`config.mk`:
```
export PLATFORM = sky130hd
export DESIGN_NAME = cache_fill_ctrl
export DESIGN_NICKNAME = d
export VERILOG_FILES = /design/src/rtl/cache_fill_ctrl.sv
export SDC_FILE = /design/constraint.sdc
export NUM_CORES = 1
export LEC_CHECK = 0
export CAP_MARGIN = 20
export CORE_MARGIN = 2
export CORE_UTILIZATION = 50
export CTS_BUF_LIST = sky130_fd_sc_hd__clkbuf_4
export DETAILED_ROUTE_END_ITERATION = 7
export GPL_TIMING_DRIVEN = 0
export PLACE_DENSITY = 0.83
export SLEW_MARGIN = 20
export SYNTH_ARGS = -nofsm -noshare
export SYNTH_HDL_FRONTEND = slang
export SYNTH_SLANG_ARGS = --single-unit
```
`constraint.sdc`:
```
create_clock -name clk -period 2.3 [get_ports clk]
set_input_delay 0.345 -clock clk [delete_from_list [all_inputs] [get_ports clk]]
set_output_delay 0.345 -clock clk [all_outputs]
set_load 0.02 [all_outputs]
```
`src/rtl/cache_fill_ctrl.sv`:
```
// cache_fill_ctrl: direct-mapped lookup and line fill for the 4x8 data array.
// Optional: CRITICAL_WORD_FIRST_EN starts each fill at the requested byte.
module cache_fill_ctrl #(
  parameter int TAG_W = 3
) (
  input  logic             clk,
  input  logic             rst_n,
  input  logic             cpu_req,
  input  logic [TAG_W+4:0] cpu_addr,
  output logic             cpu_ready,
  output logic             cpu_hit,
  output logic             mem_req,
  output logic [TAG_W+4:0] mem_addr,
  input  logic             mem_ack,
  input  logic [7:0]       mem_data,
  output logic [1:0]       arr_line,
  output logic [2:0]       arr_blk,
  output logic [7:0]       arr_din,
  output logic             arr_wr
);

  typedef enum logic [1:0] {
    IDLE,
    HIT_RSP,
    FILL,
    MISS_RSP
  } state_t;

  state_t state, nxt;

  logic [3:0]       valid;
  logic [TAG_W-1:0] tags [4];
  logic [TAG_W-1:0] lat_tag;
  logic [1:0]       lat_line;
  logic [2:0]       lat_blk;
  logic [2:0]       fill_cnt;

  logic [TAG_W-1:0] req_tag;
  logic [1:0]       req_line;
  logic [2:0]       req_blk;
  logic             lookup_hit;
  logic             last_beat;
  logic             accept;
  logic             beat;
  logic [2:0]       fill_start;

  assign req_tag  = cpu_addr[TAG_W+4:5];
  assign req_line = cpu_addr[4:3];
  assign req_blk  = cpu_addr[2:0];

  assign lookup_hit =
    valid[req_line] && (tags[req_line] == req_tag);

  assign accept = (state == IDLE) && cpu_req;
  assign beat   = (state == FILL) && mem_ack;

`ifdef CRITICAL_WORD_FIRST_EN
  // Byte order wraps from the requested blk, so the
  // beat count cannot be read from the address counter.
  logic [2:0] beat_cnt;

  assign fill_start = req_blk;
  assign last_beat  = (beat_cnt == 3'd7);

  // Counts accepted beats independently of fill order.
  always_ff @(posedge clk or negedge rst_n) begin
    if (!rst_n) begin
      beat_cnt <= '0;
    end else if (accept) begin
      beat_cnt <= '0;
    end else if (beat) begin
      beat_cnt <= beat_cnt + 3'd1;
    end
  end
`else
  assign fill_start = 3'd0;
  assign last_beat  = (fill_cnt == 3'd7);
`endif

  // State register.
  always_ff @(posedge clk or negedge rst_n) begin
    if (!rst_n) begin
      state <= IDLE;
    end else begin
      state <= nxt;
    end
  end

  // Request latch, fill counter and tag/valid store.
  always_ff @(posedge clk or negedge rst_n) begin
    if (!rst_n) begin
      valid    <= '0;
      lat_tag  <= '0;
      lat_line <= '0;
      lat_blk  <= '0;
      fill_cnt <= '0;
      for (int i = 0; i < 4; i++) begin
        tags[i] <= '0;
      end
    end else if (accept) begin
      lat_tag  <= req_tag;
      lat_line <= req_line;
      lat_blk  <= req_blk;
      if (!lookup_hit) begin
        // Line is invalid until its last beat lands.
        valid[req_line] <= 1'b0;
        fill_cnt        <= fill_start;
      end
    end else if (beat) begin
      fill_cnt <= fill_cnt + 3'd1;
      if (last_beat) begin
        valid[lat_line] <= 1'b1;
        tags[lat_line]  <= lat_tag;
      end
    end
  end

  // Next state and all outputs.
  always_comb begin
    nxt       = state;
    cpu_ready = 1'b0;
    cpu_hit   = 1'b0;
    mem_req   = 1'b0;
    mem_addr  = '0;
    arr_line  = lat_line;
    arr_blk   = lat_blk;
    arr_din   = 8'h00;
    arr_wr    = 1'b0;
    unique case (state)
      IDLE: begin
        if (cpu_req) begin
          nxt = lookup_hit ? HIT_RSP : FILL;
        end
      end
      HIT_RSP: begin
        cpu_ready = 1'b1;
        cpu_hit   = 1'b1;
        nxt       = IDLE;
      end
      FILL: begin
        mem_req  = 1'b1;
        mem_addr = {lat_tag, lat_line, fill_cnt};
        arr_blk  = fill_cnt;
        arr_din  = mem_data;
        arr_wr   = mem_ack;
        if (mem_ack && last_beat) begin
          nxt = MISS_RSP;
        end
      end
      MISS_RSP: begin
        cpu_ready = 1'b1;
        nxt       = IDLE;
      end
      default: begin
        nxt = IDLE;
      end
    endcase
  end

endmodule
```
Figure 1. Zoomed window.
Scale bar: 5 um. Region (21, 33) to (41, 53) um. Cells in grey, sequential cells in the stronger grey; small squares are vias.
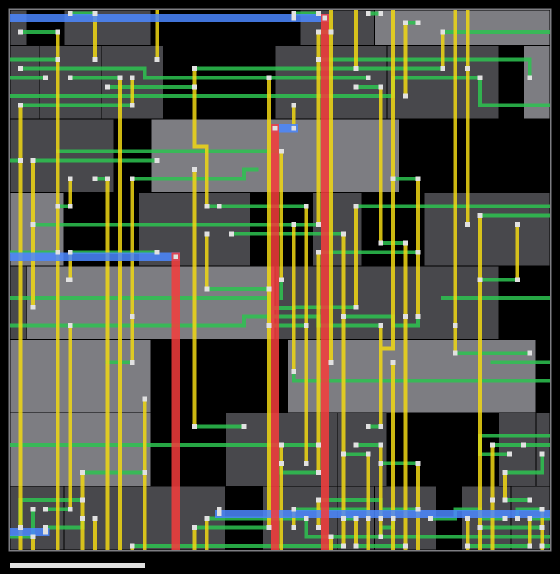
colour	layer
yellow	met2
blue	met3
green	met1
red	met4
netlist names of flops here include	tags (5)
cells with their middle in the window	21
most frequent	dfrtp_1 (5), mux2_2 (4), and2_1 (2)
sequential cells in the window	5

Figure 2. Logic cells by family.
Scale bar: 20 um.
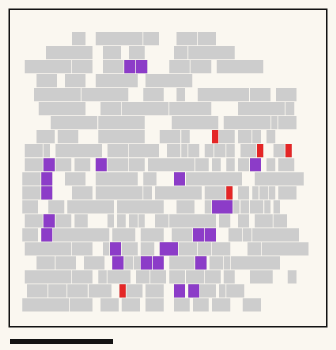
colour	family	cells	most used
red	inverters	5	inv_1
purple	AND and OR gates	21	and2_1
Finished Layout Cells: 241
most common logic cell in the routed design: sky130_fd_sc_hd__dfrtp_1
proportion of cell area occupied by multi-input gates: 39.0%

==> results.py <==
# Generated from Yosys and OpenROAD reports
metrics = {
    "synth": {
        "netlist_logic_family_top": "multiplexers",
        "fa_ha_area_share_pct": 1.52,
        "post_synth_ao_oa_area_fraction_pct": 7.24,
        "yosys.stat.seqShare_pct": 44.2,
        "synth_top_flop_cell": "sky130_fd_sc_hd__dfrtp_1",
        "synth.mux.area_fraction_pct": 21.5,
        "synth_async_sr_flop_share_pct": 100,
        "synth.top_cells.by_count": "sky130_fd_sc_hd__dfrtp_1 (29), sky130_fd_sc_hd__mux2_2 (23), sky130_fd_sc_hd__and2_1 (16)",
        "ys_top_cells_by_area": "sky130_fd_sc_hd__dfrtp_1 (44%), sky130_fd_sc_hd__mux2_2 (16%), sky130_fd_sc_hd__and2_1 (6.1%)",
        "yosysUniqueCellTypes": 35,
        "post-synth-top-area-fraction_pct": 44.2,
        "yosysChipArea_um2": 1640,
        "synthMostInstantiatedCell": "sky130_fd_sc_hd__dfrtp_1",
        "top_area_cell": "sky130_fd_sc_hd__dfrtp_1",
    },
    "timing": {
        "final-hold-violation-count": 0,
        "relSlewSlack_pct": 55.2,
        "post-route-worst-setup-slack_ns": 0.0946,
        "min_period_over_period_pct": 95.9,
        "clock_skew_ns": 0.00694,
        "timing.final.crit_period_ns": 2.21,
        "grt_setup_unrepaired": "no",
        "timing.final.setup_violations": 0,
        "fin_tns_setup_ns": 0,
        "hold_ws_ns": 0.0236,
    },
    "place": {
        "number_of_i_o_port_buffers": 42,
        "gp_congestion": 0.948,
        "detailedPlacementHpwl_um": 2830,
        "detailed_place.area_um2": 2110,
        "placed_cells_incl_taps": 230,
    },
    "power_and_ir_drop": {
        "comb_power_share_pct": 52.4,
        "cellLeakagePower_nw": 1.04,
        "clock_group_share_of_total_power_pct": 17.9,
        "p_clk_uw": 523,
        "peakVddDrop_mv": 0.986,
        "power.largest_group": "combinational logic",
        "p_total_mw": 2.92,
        "power_switching_share_pct": 39.4,
        "power.sequential.fraction_pct": 29.7,
    },
    "min_path": {
        "min_path_type": "input pin to async pin",
    },
    "drt": {
        "route.vias.total": 1375,
        "initialDrtViolationCount": 74,
        "wl_per_cell_um": 16.1,
        "detail_route.vias_per_cell": 5.71,
        "routed_wirelength_um": 3890,
        "post_detailed_route_drc_marker_count": 0,
        "drt_pre_antenna_iters": 4,
    },
    "clocking": {
        "clock_tree.root_cell": "sky130_fd_sc_hd__clkbuf_4",
        "tritoncts": "done",
        "clkSinkCount": 29,
        "clk-insertion-delay-late_ns": 0.33,
        "cts_htree_levels": 2,
        "max-clock-path-buffers": 2,
        "cts.clk_slew.worst_paths_ns": 0.10,
    },
    "run": {
        "drv_cap": 0,
        "warnings": 26,
    },
    "layout": {
        "sh_seq_area_pct": 32.4,
        "post-route-util_pct": 73.0,
        "antenna_cells": 0,
        "layout-area-overhead-vs-synth_pct": 36.8,
        "clockNetworkAreaShare_pct": 4.57,
        "post_route_cell_area_um2": 2250,
        "clock_buffer_count": 5,
        "layout-drive-gt1-share_pct": 24.4,
        "fillerInstances": 224,
        "design.seq.count": 29,
    },
    "outcome": {
        "outcome": "finished, final reports clean",
    },
    "global_routing": {
        "grt.met1_usage_pct": 29.2,
        "grt_first_pass_wirelength_um": 6180,
        "grt_overflow": 0,
        "grt_util_all_layers_pct": 23.4,
        "grt_max_degree": 30,
    },
    "die": {
        "io-pin-count": 45,
        "num_tap_cells": 44,
        "core.rowCount": 20,
        "floorplan.core_area_um2": 3080,
    },
    "setup_path": {
        "setup.worst_path.end_class": "output pin",
        "termination_of_the_worst_setup_path": "mem_req",
        "maximum_net_fanout_on_the_critical_path": 10,
        "worst_setup_startpoint": "state[0]",
        "arrival_time_at_the_worst_endpoint_ns": 1.86,
    },
}
what timing repair did:
action | in CTS | in global routing
hold endpoints to repair | 0 | 0
setup buffers | 1 | 2
pin swaps | 0 | 0
setup endpoints to repair | 22 | 4
hold buffers | 0 | 0
resized | 23 | 4
worst max-delay path, cell delays in order (launching register included):
cell	delay [ns]
sky130_fd_sc_hd__dfrtp_2	0.47
sky130_fd_sc_hd__nor2b_4	0.21
sky130_fd_sc_hd__clkbuf_4	0.23
sky130_fd_sc_hd__clkdlybuf4s50_1	0.62
registers in the layout (all words and copies together) (netlist names):
register	cells
tags	12
lat_blk	3
state	2
arr_line	2
lat_tag	3
fill_cnt	3
valid	4
routing by layer:
metal  share of wire [%]  up-vias
met3                 5.5       12
li1                    -      629
met2                  49       48
met5                   0        -
met1                  42      686
met4                 2.7        0
